File: src/rtl/stage_4_mem_access_if.sv
// Data-memory request/acknowledge bus between the MEM stage (master) and data memory (slave).
interface stage_4_mem_access_if;
  logic        dmem_req;
  logic        dmem_we;
  logic [31:0] dmem_addr;
  logic [3:0]  dmem_be;
  logic [31:0] dmem_wdata;
  logic        dmem_ack;
  logic [31:0] dmem_rdata;

  modport master (
    output dmem_req, dmem_we, dmem_addr, dmem_be, dmem_wdata,
    input  dmem_ack, dmem_rdata
  );

  modport slave (
    input  dmem_req, dmem_we, dmem_addr, dmem_be, dmem_wdata,
    output dmem_ack, dmem_rdata
  );
endinterface

File: src/rtl/stage_4_mem_access.sv
// MEM pipeline stage: issues loads/stores over a req/ack bus, forms byte lanes,
// extracts and extends load data and produces one registered writeback record per instruction.
module stage_4_mem_access #(
  parameter int unsigned TIMEOUT_CYCLES = 255,
  parameter int unsigned TMO_W          = 8
) (
  input  logic        clk,
  input  logic        rst,
  input  logic        Valid_MEM,
  input  logic        Mem_Read_MEM,
  input  logic        Mem_Write_MEM,
  input  logic [2:0]  Funct3_MEM,
  input  logic [31:0] Address_MEM,
  input  logic [31:0] Store_Data_MEM,
  input  logic [31:0] Alu_Out_MEM,
  input  logic [4:0]  Rd_MEM,
  input  logic        Reg_Write_MEM,
  output logic        Stall_MEM,
  stage_4_mem_access_if.master dmem,
  output logic        Wb_Valid,
  output logic        Wb_Reg_Write,
  output logic [4:0]  Wb_Rd,
  output logic [31:0] Wb_Data,
  output logic        Misaligned_Exc,
  output logic        Bus_Err
);

  localparam logic [0:0] IDLE = 1'b0;
  localparam logic [0:0] BUSY = 1'b1;
  localparam logic [TMO_W-1:0] TMO_LAST = TMO_W'(TIMEOUT_CYCLES - 1);

  logic [0:0]       state_q, state_d;
  logic [TMO_W-1:0] cnt_q, cnt_d;
  logic             req_q, req_d;
  logic             we_q, we_d;
  logic [31:0]      addr_q, addr_d;
  logic [3:0]       be_q, be_d;
  logic [31:0]      wdata_q, wdata_d;
  logic             wbValid_q, wbValid_d;
  logic             wbRegWrite_q, wbRegWrite_d;
  logic [4:0]       wbRd_q, wbRd_d;
  logic [31:0]      wbData_q, wbData_d;
  logic             misExc_q, misExc_d;
  logic             busErr_q, busErr_d;

  logic        memOp;
  logic        aligned;
  logic        timeoutHit;
  logic        rdWrites;
  logic [3:0]  laneBe;
  logic [31:0] laneData;
  logic [7:0]  ldByte;
  logic [15:0] ldHalf;
  logic [31:0] loadData;

  assign memOp      = Mem_Read_MEM | Mem_Write_MEM;
  assign timeoutHit = (cnt_q == TMO_LAST);
  assign rdWrites   = Reg_Write_MEM & (Rd_MEM != 5'd0);
  assign ldByte     = dmem.dmem_rdata[{Address_MEM[1:0], 3'b000} +: 8];
  assign ldHalf     = dmem.dmem_rdata[{Address_MEM[1], 4'b0000} +: 16];

  // Lane formation and alignment are decided by access size alone; bit 2 only selects load extension.
  always_comb begin
    aligned  = 1'b1;
    laneBe   = 4'b1111;
    laneData = Store_Data_MEM;
    unique case (Funct3_MEM[1:0])
      2'b00: begin
        laneBe   = 4'b0001 << Address_MEM[1:0];
        laneData = {4{Store_Data_MEM[7:0]}};
      end
      2'b01: begin
        aligned  = ~Address_MEM[0];
        laneBe   = Address_MEM[1] ? 4'b1100 : 4'b0011;
        laneData = {2{Store_Data_MEM[15:0]}};
      end
      2'b10:   aligned = (Address_MEM[1:0] == 2'b00);
      default: aligned = 1'b1;
    endcase
  end

  always_comb begin
    unique case (Funct3_MEM)
      3'b000:  loadData = {{24{ldByte[7]}}, ldByte};
      3'b001:  loadData = {{16{ldHalf[15]}}, ldHalf};
      3'b100:  loadData = {24'd0, ldByte};
      3'b101:  loadData = {16'd0, ldHalf};
      default: loadData = dmem.dmem_rdata;
    endcase
  end

  assign Stall_MEM = ((state_q == IDLE) & Valid_MEM & memOp & aligned) |
                     ((state_q == BUSY) & ~dmem.dmem_ack & ~timeoutHit);

  always_comb begin
    state_d      = state_q;
    cnt_d        = cnt_q;
    req_d        = req_q;
    we_d         = we_q;
    addr_d       = addr_q;
    be_d         = be_q;
    wdata_d      = wdata_q;
    wbValid_d    = 1'b0;
    misExc_d     = 1'b0;
    busErr_d     = 1'b0;
    wbRegWrite_d = wbRegWrite_q;
    wbRd_d       = wbRd_q;
    wbData_d     = wbData_q;
    unique case (state_q)
      IDLE: begin
        if (Valid_MEM) begin
          wbRd_d = Rd_MEM;
          if (!memOp) begin
            wbValid_d    = 1'b1;
            wbRegWrite_d = rdWrites;
            wbData_d     = Alu_Out_MEM;
          end else if (!aligned) begin
            wbValid_d    = 1'b1;
            misExc_d     = 1'b1;
            wbRegWrite_d = 1'b0;
            wbData_d     = '0;
          end else begin
            req_d   = 1'b1;
            we_d    = Mem_Write_MEM;
            addr_d  = {Address_MEM[31:2], 2'b00};
            be_d    = laneBe;
            wdata_d = laneData;
            cnt_d   = '0;
            state_d = BUSY;
          end
        end
      end
      BUSY: begin
        // Upstream still holds the instruction here, so the *_MEM inputs describe it.
        if (dmem.dmem_ack) begin
          req_d     = 1'b0;
          wbValid_d = 1'b1;
          wbRd_d    = Rd_MEM;
          if (we_q) begin
            wbRegWrite_d = 1'b0;
            wbData_d     = '0;
          end else begin
            wbRegWrite_d = rdWrites;
            wbData_d     = loadData;
          end
          state_d = IDLE;
        end else if (timeoutHit) begin
          req_d        = 1'b0;
          wbValid_d    = 1'b1;
          busErr_d     = 1'b1;
          wbRd_d       = Rd_MEM;
          wbRegWrite_d = 1'b0;
          wbData_d     = '0;
          state_d      = IDLE;
        end else begin
          cnt_d = cnt_q + TMO_W'(1);
        end
      end
      default: state_d = IDLE;
    endcase
  end

  always_ff @(posedge clk) begin
    if (rst) begin
      state_q      <= IDLE;
      cnt_q        <= '0;
      req_q        <= 1'b0;
      we_q         <= 1'b0;
      addr_q       <= '0;
      be_q         <= '0;
      wdata_q      <= '0;
      wbValid_q    <= 1'b0;
      wbRegWrite_q <= 1'b0;
      wbRd_q       <= '0;
      wbData_q     <= '0;
      misExc_q     <= 1'b0;
      busErr_q     <= 1'b0;
    end else begin
      state_q      <= state_d;
      cnt_q        <= cnt_d;
      req_q        <= req_d;
      we_q         <= we_d;
      addr_q       <= addr_d;
      be_q         <= be_d;
      wdata_q      <= wdata_d;
      wbValid_q    <= wbValid_d;
      wbRegWrite_q <= wbRegWrite_d;
      wbRd_q       <= wbRd_d;
      wbData_q     <= wbData_d;
      misExc_q     <= misExc_d;
      busErr_q     <= busErr_d;
    end
  end

  assign dmem.dmem_req   = req_q;
  assign dmem.dmem_we    = we_q;
  assign dmem.dmem_addr  = addr_q;
  assign dmem.dmem_be    = be_q;
  assign dmem.dmem_wdata = wdata_q;
  assign Wb_Valid        = wbValid_q;
  assign Wb_Reg_Write    = wbRegWrite_q;
  assign Wb_Rd           = wbRd_q;
  assign Wb_Data         = wbData_q;
  assign Misaligned_Exc  = misExc_q;
  assign Bus_Err         = busErr_q;

endmodule
File: src/flat_wrapper.sv
// flat-port wrapper written by rule: the top's interface ports become plain ports
module stage_4_mem_access_flat 
#(
  parameter int unsigned TIMEOUT_CYCLES = 255,
  parameter int unsigned TMO_W          = 8
)
  (clk, rst, Valid_MEM, Mem_Read_MEM, Mem_Write_MEM, Funct3_MEM, Address_MEM, Store_Data_MEM, Alu_Out_MEM, Rd_MEM, Reg_Write_MEM, Stall_MEM, Wb_Valid, Wb_Reg_Write, Wb_Rd, Wb_Data, Misaligned_Exc, Bus_Err, dmem_dmem_req, dmem_dmem_we, dmem_dmem_addr, dmem_dmem_be, dmem_dmem_wdata, dmem_dmem_ack, dmem_dmem_rdata);
  stage_4_mem_access_if dmem_i ();
  input  logic clk;
  input  logic rst;
  input  logic Valid_MEM;
  input  logic Mem_Read_MEM;
  input  logic Mem_Write_MEM;
  input  logic [2:0] Funct3_MEM;
  input  logic [31:0] Address_MEM;
  input  logic [31:0] Store_Data_MEM;
  input  logic [31:0] Alu_Out_MEM;
  input  logic [4:0] Rd_MEM;
  input  logic Reg_Write_MEM;
  output logic Stall_MEM;
  output logic Wb_Valid;
  output logic Wb_Reg_Write;
  output logic [4:0] Wb_Rd;
  output logic [31:0] Wb_Data;
  output logic Misaligned_Exc;
  output logic Bus_Err;
  output wire logic [$bits(dmem_i.dmem_req)-1:0] dmem_dmem_req;
  output wire logic [$bits(dmem_i.dmem_we)-1:0] dmem_dmem_we;
  output wire logic [$bits(dmem_i.dmem_addr)-1:0] dmem_dmem_addr;
  output wire logic [$bits(dmem_i.dmem_be)-1:0] dmem_dmem_be;
  output wire logic [$bits(dmem_i.dmem_wdata)-1:0] dmem_dmem_wdata;
  input wire logic [$bits(dmem_i.dmem_ack)-1:0] dmem_dmem_ack;
  input wire logic [$bits(dmem_i.dmem_rdata)-1:0] dmem_dmem_rdata;
  assign dmem_dmem_req = dmem_i.dmem_req;
  assign dmem_dmem_we = dmem_i.dmem_we;
  assign dmem_dmem_addr = dmem_i.dmem_addr;
  assign dmem_dmem_be = dmem_i.dmem_be;
  assign dmem_dmem_wdata = dmem_i.dmem_wdata;
  assign dmem_i.dmem_ack = dmem_dmem_ack;
  assign dmem_i.dmem_rdata = dmem_dmem_rdata;
  stage_4_mem_access #(.TIMEOUT_CYCLES(TIMEOUT_CYCLES), .TMO_W(TMO_W)) u_core (.clk(clk), .rst(rst), .Valid_MEM(Valid_MEM), .Mem_Read_MEM(Mem_Read_MEM), .Mem_Write_MEM(Mem_Write_MEM), .Funct3_MEM(Funct3_MEM), .Address_MEM(Address_MEM), .Store_Data_MEM(Store_Data_MEM), .Alu_Out_MEM(Alu_Out_MEM), .Rd_MEM(Rd_MEM), .Reg_Write_MEM(Reg_Write_MEM), .Stall_MEM(Stall_MEM), .dmem(dmem_i), .Wb_Valid(Wb_Valid), .Wb_Reg_Write(Wb_Reg_Write), .Wb_Rd(Wb_Rd), .Wb_Data(Wb_Data), .Misaligned_Exc(Misaligned_Exc), .Bus_Err(Bus_Err));
endmodule
File: config.mk
export PLATFORM = sky130hd
export DESIGN_NAME = stage_4_mem_access_flat
export DESIGN_NICKNAME = d
export VERILOG_FILES = /design/src/rtl/stage_4_mem_access_if.sv /design/src/rtl/stage_4_mem_access.sv /design/src/flat_wrapper.sv
export SDC_FILE = /design/constraint.sdc
export NUM_CORES = 1
export LEC_CHECK = 0
export CORE_MARGIN = 4
export CORE_UTILIZATION = 37
export DETAILED_ROUTE_END_ITERATION = 8
export GPL_TIMING_DRIVEN = 0
export HOLD_SLACK_MARGIN = 0.12
export PLACE_DENSITY = 0.78
export SLEW_MARGIN = 5
export SYNTH_ARGS = -nofsm -noshare
export SYNTH_HDL_FRONTEND = slang
export SYNTH_SLANG_ARGS = --single-unit
File: constraint.sdc
create_clock -name clk -period 3.7 [get_ports clk]
set_input_delay 1.11 -clock clk [delete_from_list [all_inputs] [get_ports clk]]
set_output_delay 1.11 -clock clk [all_outputs]
set_load 0.05 [all_outputs]
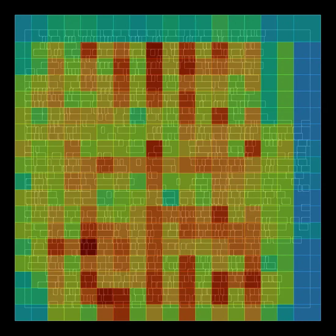
**Above:** track usage over the die.
met3 track demand over resource: 0.06476
GRT met1 Usage: 0.3338
Final Util: 0.6222
most heavily used metal layer in global routing: met2

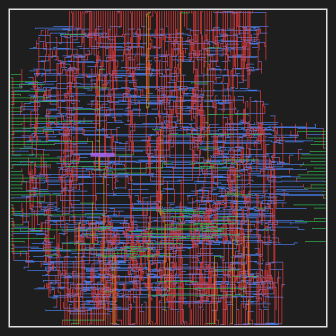
**Above:** wiring by layer.
| layer | color | wire length |
|---|---|---|
| M1 | blue | 9350 um |
| M4 | orange | 668 um |
| M2 | red | 10100 um |
| M5 | purple | 8.30 um |
| M3 | green | 1560 um |
per-cell routed wire length: 19.44 um
total via count after detailed routing: 5970
total detailed-routing wirelength: 21.66 mm

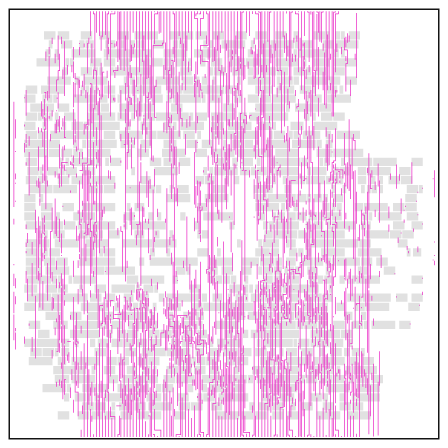
**Above:** met2 routing.
Cells faint in the background.
wire length on this layer: 10100 um
share of all routed wire: 47%

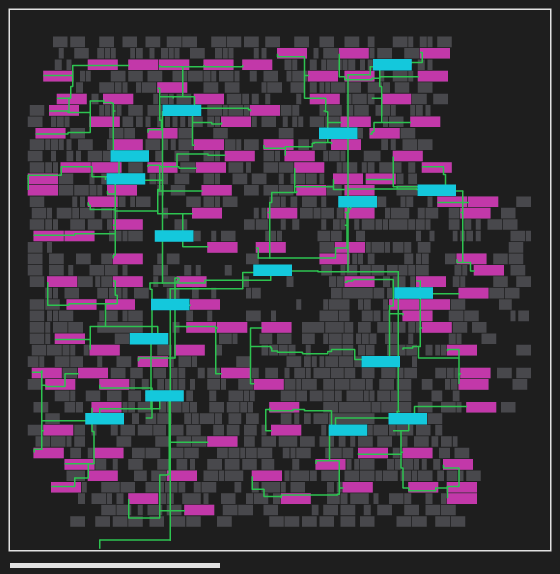
**Above:** clock wires, drivers and flops.
Bar = 50 um.
[flip-flops] magenta | count: 118
[clock-net drivers] cyan | count: 17
[clock wires] green | length: 1660 um
flops lie: spread over the die
routed clock nets: 18

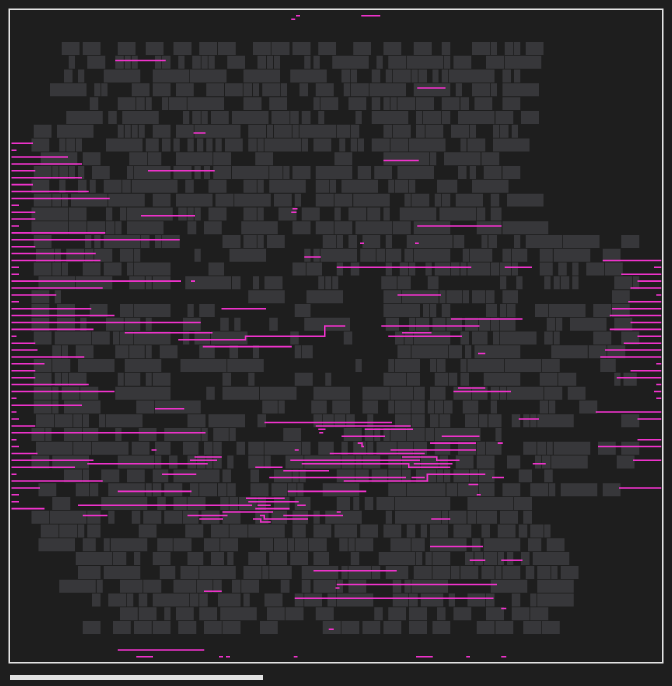
**Above:** metal 3.
Bar = 50 um. Cells faint in the background.
main direction: horizontal
wire length on this layer: 1560 um
longest straight run: 38.9 um
share of all routed wire: 7.2%
nets with wire on the layer: 144

==> cell type report <==
class	instances	share of cell area
Buffer	55	0.03365
Timing Repair Buffer	253	0.2893
Clock buffer	22	0.05198
Tap cell	180	0.02578
Multi-Input combinational cell	464	0.3118
Clock inverter	10	0.01203
Inverter	12	0.005155
Sequential cell	118	0.2704
==> worst min-delay path, stage by stage (launching register included) <==
cell and delay (ps):
sky130_fd_sc_hd__dfxtp_1 300, sky130_fd_sc_hd__nand2_1 50, sky130_fd_sc_hd__a21oi_1 50
==> what timing repair did <==
item / CTS / global route
pin swaps: 2 / 0
buffers inserted: 3 / 0
endpoints found under the setup margin: 1 / 1
endpoints found under the hold margin: 0 / 0
resized: 19 / 1
==> routing by layer <==
layer,GRT usage,share of wire,vias up
li1,-,-,2862
met1,0.3338,0.43,2813
met2,0.4064,0.47,244
met3,0.06476,0.072,49
met4,0.1007,0.031,2
met5,0,0.00037,-
==> report_power, final <==
| group | internal, W | total (W) | switching (W) |
|---|---|---|---|
| clock | 0.00100 | 0.00159 | 0.000589 |
| sequential | 0.00137 | 0.00142 | 0.0000528 |
| combinational | 0.000446 | 0.00117 | 0.000721 |
| total | 0.00282 | 0.00418 | 0.00136 |
==> worst paths after layout <==
| kind | endpoint | cells after the start | from |
|---|---|---|---|
| hold reg to reg | u_core.dmem.dmem_wdata[7]$_SDFFE_PP0P_ | 2 | u_core.dmem.dmem_wdata[7]$_SDFFE_PP0P_ |
| hold / removal | u_core.dmem.dmem_wdata[7]$_SDFFE_PP0P_ | 2 | u_core.dmem.dmem_wdata[7]$_SDFFE_PP0P_ |
| setup reg to reg | u_core.Wb_Data[7]$_SDFFE_PP0P_ | 8 | u_core.cnt_q[0]$_SDFFE_PP0P_ |
| setup / recovery | Stall_MEM | 7 | Valid_MEM |
==> summary.txt <==
The flow run is done. The netlist uses 49 different library cells. The worst setup path is launched from an input pin. Required time reported for the critical path endpoint landed at between 2000 and 3000 ps.

Xor/xnor share of the synthesized area landed at 0.009761. Of the total synthesized cell area, the portion taken by AND, OR, NAND and NOR gates is 0.1657. CTS placed an instance of sky130_fd_sc_hd__clkbuf_16 at the clock tree root.

For this design, the slowest cell found on the critical path is sky130_fd_sc_hd__clkdlybuf4s50_1. In this run the power density over the cells is approximately 480 mW/mm2. OpenSTA, run right after detailed placement, puts the worst setup slack at -1544 ps. Total negative slack for setup checks landed at 0 ps. The first detailed-routing pass took 5 iterations. Y dimension of the die landed at around 130 um.

Area figure in the yosys stat output landed at 0.005384 mm2. The run finished with clean final reports. Number of cell rows landed at between 40 and 50. Number of CTS-inserted buffers landed at 17.

Adder and majority gate portion of the synthesized area landed at 0.01162. The worst setup path is captured at a primary output. According to the hold report, the worst path is of the flop to flop type. Multi-input gate area in the final layout landed at roughly 0.0027 mm2. Post-detailed-placement cell area landed at about 0.0081 mm2.

Per the timing report, the biggest fanout along the worst path comes to 4. Number of sinks driven by the clock tree landed at 118. Combined flip-flop and latch cell area landed at 0.002362 mm2. Depth of the CTS H-tree landed at 4. Worst endpoint data arrival time landed at 2520 ps. The post-synth count of flops with an enable pin is 0. The filler cells instantiated in the layout total about 1.2k. The layout summary lists the proportion of cells stronger than drive strength 1 as 0.08887. The timing report notes that buffer and inverter cells on the critical path total 3.

Number of top-level pins landed at 255. The leakage component of the power was reported as between 3 and 4 nW. The global routing report lists combined usage of all routing layers as 0.2556.

Number of OpenROAD warnings landed at 29. The violation tally recorded at the end of detailed-routing iteration 0 is roughly 500. The final max-slew violation count recorded for this run is 0. Mean cell area of the mapped netlist landed at between 8 and 9 um2. Top achievable clock speed landed at 275.5 MHz. Net total in the final layout landed at 1069. Final critical-path share of the clock period landed at 0.9812. Delay of the slowest cell on the worst path landed at ~470 ps.

Number of antenna diodes landed at 0. Remaining max-slew budget at the tightest pin landed at 0.3599. Mux contribution to synthesized area landed at 0.04532. Per the synthesis report, the dominant area consumer among library cells is sky130_fd_sc_hd__dfxtp_1. Sum of net half-perimeters after detailed placement landed at 16.59 mm. Flop-to-flop setup slack landed at 1350 ps. Traced cell by cell, the critical path runs through clkdlybuf4s50_1, nor2b_2, o21ai_0, a21o_1, buf_12, nand2_4, buf_8. Async set-reset flop share out of synthesis landed at 0.

Ranked by instance count, the synthesized netlist is headed by 118 x sky130_fd_sc_hd__dfxtp_1, 94 x sky130_fd_sc_hd__nand2_1, 81 x sky130_fd_sc_hd__nor2_1, 79 x sky130_fd_sc_hd__a21oi_1, 32 x sky130_fd_sc_hd__a211oi_1. Final hold violation count landed at 0. Number of cell instances after yosys synthesis landed at 649. Leaving out fill and tap cells, the most frequent cell in the layout is sky130_fd_sc_hd__clkdlybuf4s50_1. The cell family contributing the most delay on the critical path is buffers and inverters.

Post-synthesis sequential area ratio landed at 0.4388. Area share of the leading cell type in the synthesized netlist landed at 0.4388. By area, the combinational part of the netlist is dominated by AND-OR/OR-AND gates. The congestion estimate from routability-driven global placement came to 0.9072. Peak supply drop landed at approximately 280 uV.

Number of buffers on the longest clock path landed at 2. The cell area that synthesis handed to floorplanning was around 0.0054 mm2. Final period demand of the worst path landed at approximately 3600 ps. Buffers inserted to repair hold after CTS numbered 0. Via count of the first global-routing pass landed at roughly 5.9k.

The most used flip-flop cell after synthesis is sky130_fd_sc_hd__dfxtp_1. Counting tap cells, the placed design contains a total of about 1.1k instances. The final timing report gives a worst setup slack of roughly 70 ps.

Maximum number of pins on one net before global-route repair landed at 18. In the setup report, the worst path falls into the class input pin to primary output. In the final run the clock tree shows a worst skew of ~6.2 ps. Sorting the synthesized cells by area gives the leading types as sky130_fd_sc_hd__dfxtp_1 44%, sky130_fd_sc_hd__a21oi_1 7.3%, sky130_fd_sc_hd__nand2_1 6.6%, sky130_fd_sc_hd__nor2_1 5.6%, sky130_fd_sc_hd__a211oi_1 4.5%. Post-route worst hold slack landed at roughly 450 ps. Leaving out fill and tap cells, the most frequent cells in the layout are 247 x sky130_fd_sc_hd__clkdlybuf4s50_1, 118 x sky130_fd_sc_hd__dfxtp_1, 93 x sky130_fd_sc_hd__nand2_1. Buffers placed on the I/O ports in this run total 250.

Residual antenna-violating net count after detailed routing landed at 0. TritonCTS built the clock tree. For this run the top cell type by instance count after synthesis was sky130_fd_sc_hd__dfxtp_1.

The pin closest to its max-slew limit shows a slew of 952.8 ps. In this run, the synthesized area fraction spent on AND-OR/OR-AND gates is recorded as 0.2691. Between the synthesized netlist and the finished layout, the area growth was recorded as 62.28%. Wire length of the first global-routing pass landed at 32.48 mm.
No activity file was given, so power comes from the tool's default toggle rates.
